## src/rtl/fpu_addsub_result_queue.sv

```systemverilog
// fpu_addsub_result_queue: FWFT result/flag buffer behind the fp64 add/sub unit.
// Define FPU_RESULT_STATS_EN to add the exc_cnt/zero_cnt push statistics.
module fpu_addsub_result_queue #(
    parameter int DEPTH = 4,
    parameter int CNT_W = $clog2(DEPTH + 1)
) (
    input  logic             clk,
    input  logic             rst_n,
    input  logic             in_valid,
    output logic             in_ready,
    input  logic [63:0]      in_result,
    input  logic             in_exception,
    output logic             out_valid,
    input  logic             out_ready,
    output logic [63:0]      out_result,
    output logic             out_exception,
    output logic             out_zero,
    output logic             out_sign,
`ifdef FPU_RESULT_STATS_EN
    input  logic             stats_clr,
    output logic [15:0]      exc_cnt,
    output logic [15:0]      zero_cnt,
`endif
    output logic [CNT_W-1:0] out_count
);
    localparam int PW = $clog2(DEPTH);
    logic [66:0]      mem [DEPTH];
    logic [PW-1:0]    wr_ptr, rd_ptr;
    logic [CNT_W-1:0] count;
    logic             push, pop, zero_in;
    logic [66:0]      head;
    assign in_ready  = count != CNT_W'(DEPTH);
    assign out_valid = count != '0;
    assign push      = in_valid && in_ready;
    assign pop       = out_valid && out_ready;
    assign zero_in   = (in_result[62:0] == 63'd0) && !in_exception;
    assign head      = mem[rd_ptr];
    assign out_result    = head[66:3];
    assign out_exception = head[2];
    assign out_zero      = head[1];
    assign out_sign      = head[0];
    assign out_count     = count;
    always_ff @(posedge clk or negedge rst_n) begin
        if (!rst_n) begin
            wr_ptr <= '0;
            rd_ptr <= '0;
            count  <= '0;
            for (int i = 0; i < DEPTH; i++) mem[i] <= '0;
        end else begin
            if (push) begin
                mem[wr_ptr] <= {in_result, in_exception, zero_in, in_result[63]};
                wr_ptr      <= wr_ptr + 1'b1;
            end
            if (pop) rd_ptr <= rd_ptr + 1'b1;
            count <= count + CNT_W'(push) - CNT_W'(pop);
        end
    end
`ifdef FPU_RESULT_STATS_EN
    // Clear wins over a same-cycle increment; both counters stick at all-ones.
    always_ff @(posedge clk or negedge rst_n) begin
        if (!rst_n) begin
            exc_cnt  <= '0;
            zero_cnt <= '0;
        end else begin
            exc_cnt  <= stats_clr ? 16'd0 : (push && in_exception && exc_cnt != 16'hFFFF) ? exc_cnt + 16'd1 : exc_cnt;
            zero_cnt <= stats_clr ? 16'd0 : (push && zero_in && zero_cnt != 16'hFFFF) ? zero_cnt + 16'd1 : zero_cnt;
        end
    end
`endif
endmodule

```

## config.mk

```make
export PLATFORM = sky130hd
export DESIGN_NAME = fpu_addsub_result_queue
export DESIGN_NICKNAME = d
export VERILOG_FILES = /design/src/rtl/fpu_addsub_result_queue.sv
export SDC_FILE = /design/constraint.sdc
export NUM_CORES = 1
export LEC_CHECK = 0
export CAP_MARGIN = 20
export CORE_MARGIN = 2
export CORE_UTILIZATION = 51
export CTS_CLUSTER_DIAMETER = 30
export DETAILED_ROUTE_END_ITERATION = 16
export PLACE_DENSITY_LB_ADDON = 0.25
export SLEW_MARGIN = 15
export SYNTH_ARGS = -nofsm -noshare
export SYNTH_HDL_FRONTEND = slang
export SYNTH_SLANG_ARGS = --single-unit
```

## constraint.sdc

```tcl
create_clock -name clk -period 2.4 [get_ports clk]
set_clock_uncertainty 0.2 [all_clocks]
set_input_delay 0.24 -clock clk [delete_from_list [all_inputs] [get_ports clk]]
set_output_delay 0.24 -clock clk [all_outputs]
set_load 0.01 [all_outputs]
```

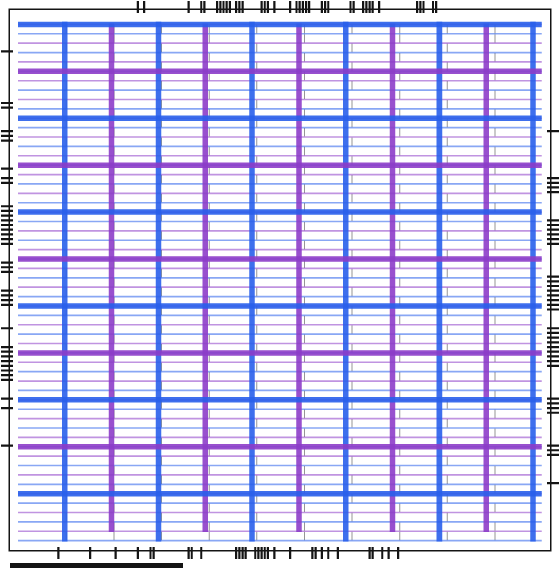
**Above:** power grid.
Scale bar: 50 µm. Pins as bars on the die edge. Tap cells in grey.
| colour | net |
|---|---|
| blue | VSS |
| purple | VDD |
signal pins: 141
met4 straps: 11
tap cells: 285
met5 straps: 11
met1 rails: 56
core box area: 0.02271 mm²
Chip Width: 156.5 µm
Die Span Y: 156.5 µm
VDD IR max: 0.8793 mV

==> impl_metrics.env <==
# physical design summary
export IMPL_final_antenna_net_count=0
export IMPL_clockPowerShare=0.290
export IMPL_synth_area_mux_share=0.3760
export IMPL_synth_top_cell_area_share=0.5719
export IMPL_area_dominant_class="registers"
export IMPL_net_switching_power_w=0.008029
export IMPL_synth_cell_area_mm2=0.01186
export IMPL_routedLengthMet1_mm=11.83
export IMPL_total_count_of_hold_check_failures_in_the_final_report=0
export IMPL_yosys_register_bits=271
export IMPL_topCellsByArea="sky130_fd_sc_hd__dfrtp_1 57%, sky130_fd_sc_hd__mux2_2 24%, sky130_fd_sc_hd__mux4_2 13%"
export IMPL_synthSimpleGateAreaFrac=0.01467
export IMPL_route_detailed_vias_per_inst=5.744
export IMPL_worst_endpoint_required_ps=1960
export IMPL_crit_arrival_ps=2060
export IMPL_setup_viol=66
export IMPL_layout_filler_cells=1356
export IMPL_ctsResizeCount=349
export IMPL_timing_critical_path_fanout_max=8
export IMPL_most_common_layout_cells="269 x sky130_fd_sc_hd__dfrtp_1, 250 x sky130_fd_sc_hd__mux2_2, 72 x sky130_fd_sc_hd__clkdlybuf4s50_1"
export IMPL_hpwlAfterDp_mm=17.47
export IMPL_n_all_inverters=6
export IMPL_leakage_nw=7.061
export IMPL_timing_critical_path_to_type="output port"
export IMPL_cts_htree_levels=2
export IMPL_comb_cell_share=0.2988
export IMPL_area_share_clock_buf_inv=0.1209
export IMPL_timing_worst_setup_path_type="reg2out"
export IMPL_nNonClkBuffers=202
export IMPL_number_of_cells_in_yosys_stat=696
export IMPL_slew_viol_final=0
export IMPL_post_synth_num_cell_types=21
export IMPL_flip_flops_with_a_built_in_enable=0
export IMPL_wl_met2_mm=14.91
export IMPL_worst_stage_delay_on_the_critical_path_ps=530
export IMPL_groute_layer_met1_usage=0.3104
export IMPL_openroad_warnings=31
export IMPL_violations_in_the_final_reports="negative setup slack"
export IMPL_timing_hold_worst_class="in2async"
export IMPL_num_io_pins=141
export IMPL_timing_critical_path_from_type="flip-flop"
export IMPL_postSynthSeqShare=0.5719
export IMPL_cts_bufs_inserted=54
export IMPL_ff_to_ff_path_depth=11
export IMPL_num_clock_buffers=63
export IMPL_status="finished, violations left"
export IMPL_worst_slew_pin_transition_ps=665.4
export IMPL_placer_s_final_routability_congestion_estimate=0.7875
export IMPL_p_sw_frac=0.2923
export IMPL_layout_top_cell="sky130_fd_sc_hd__dfrtp_1"
export IMPL_floorplan_core_util=0.5222
export IMPL_routedWlPerCell_um=23.14
export IMPL_critPathCapture="out_result[49]"
export IMPL_count_of_routing_violations_after_the_opening_detailed_route_iteration=335
export IMPL_share_of_synthesized_registers_carrying_an_async_set_or_reset=1.000
export IMPL_worst_path_stages=4
export IMPL_layout_comb_gates_multi_input=375
export IMPL_worst_setup_hold_path_clk_slew_ps=50
export IMPL_ff2ff_setup_slack_ps=-20
export IMPL_timing_critical_path_buf_inv=3
export IMPL_crit_start="rd_ptr[0]"
export IMPL_grt_met2_usage=0.4170
export IMPL_fmax_mhz=399.7
export IMPL_layout_nonclk_buf_frac=0.1409
export IMPL_drt_pass1_iterations=4
export IMPL_grt_busiest_layer="met2"
export IMPL_ys_chip_area_mm2=0.01186
export IMPL_ys_flop_type="sky130_fd_sc_hd__dfrtp_1"
export IMPL_routed_top_layer="met4"
export IMPL_ff_count=271
export IMPL_grt_usage=0.2447
export IMPL_grt_pass1_vias=8162
export IMPL_crit_slowest_cell="sky130_fd_sc_hd__mux4_2"
export IMPL_post_synth_top_count_cell="sky130_fd_sc_hd__dfrtp_1"
export IMPL_synthesis_instances=696
export IMPL_postLayoutSetupSlackWorst_ps=-101.6
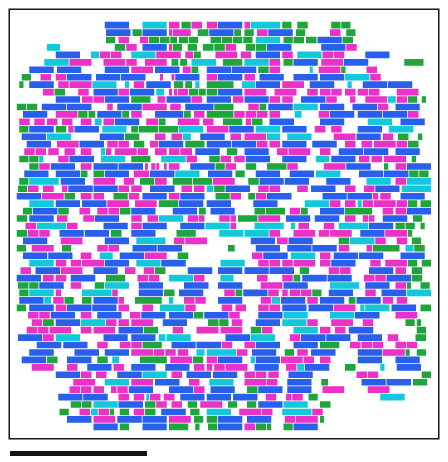
**Above:** cell classes on the final placement.
Scale bar: 50 µm.
| colour | class | cells | share of their area |
|---|---|---|---|
| magenta | combinational and other logic | 381 | 31% |
| cyan | clock drivers and dummy loads | 100 | 12% |
| blue | flops | 271 | 43% |
| green | other buffers and delay cells | 202 | 14% |
final core utilization: 0.7186
Site Rows: 55
register fraction of the total cell area: 0.4160
total non-filler cell area in the finished layout: 0.01632 mm²

-- stage by stage --
| stage | setup TNS, ps | utilization | cells | power (W) |
|---|---|---|---|---|
| 2_1_floorplan | 0 | - | 696 | 0.01406 |
| 3_3_place_gp | -562.2 | 0.6111 | 1111 | 0.01798 |
| 3_5_place_dp | -442.7 | 0.6111 | 1111 | 0.01851 |
| 4_1_cts | -4810 | 0.7142 | 1237 | 0.02738 |
| 5_1_grt | -6921 | 0.7186 | 1240 | 0.02880 |
| 6_report | -3307 | 0.7186 | 1240 | 0.02747 |
-- flip-flops by register name (all words and copies together) (netlist names) --
signal / cells
wr_ptr: 2
rd_ptr: 2
mem: 264
out_count: 3
Power is estimated from default activity; no workload was simulated.
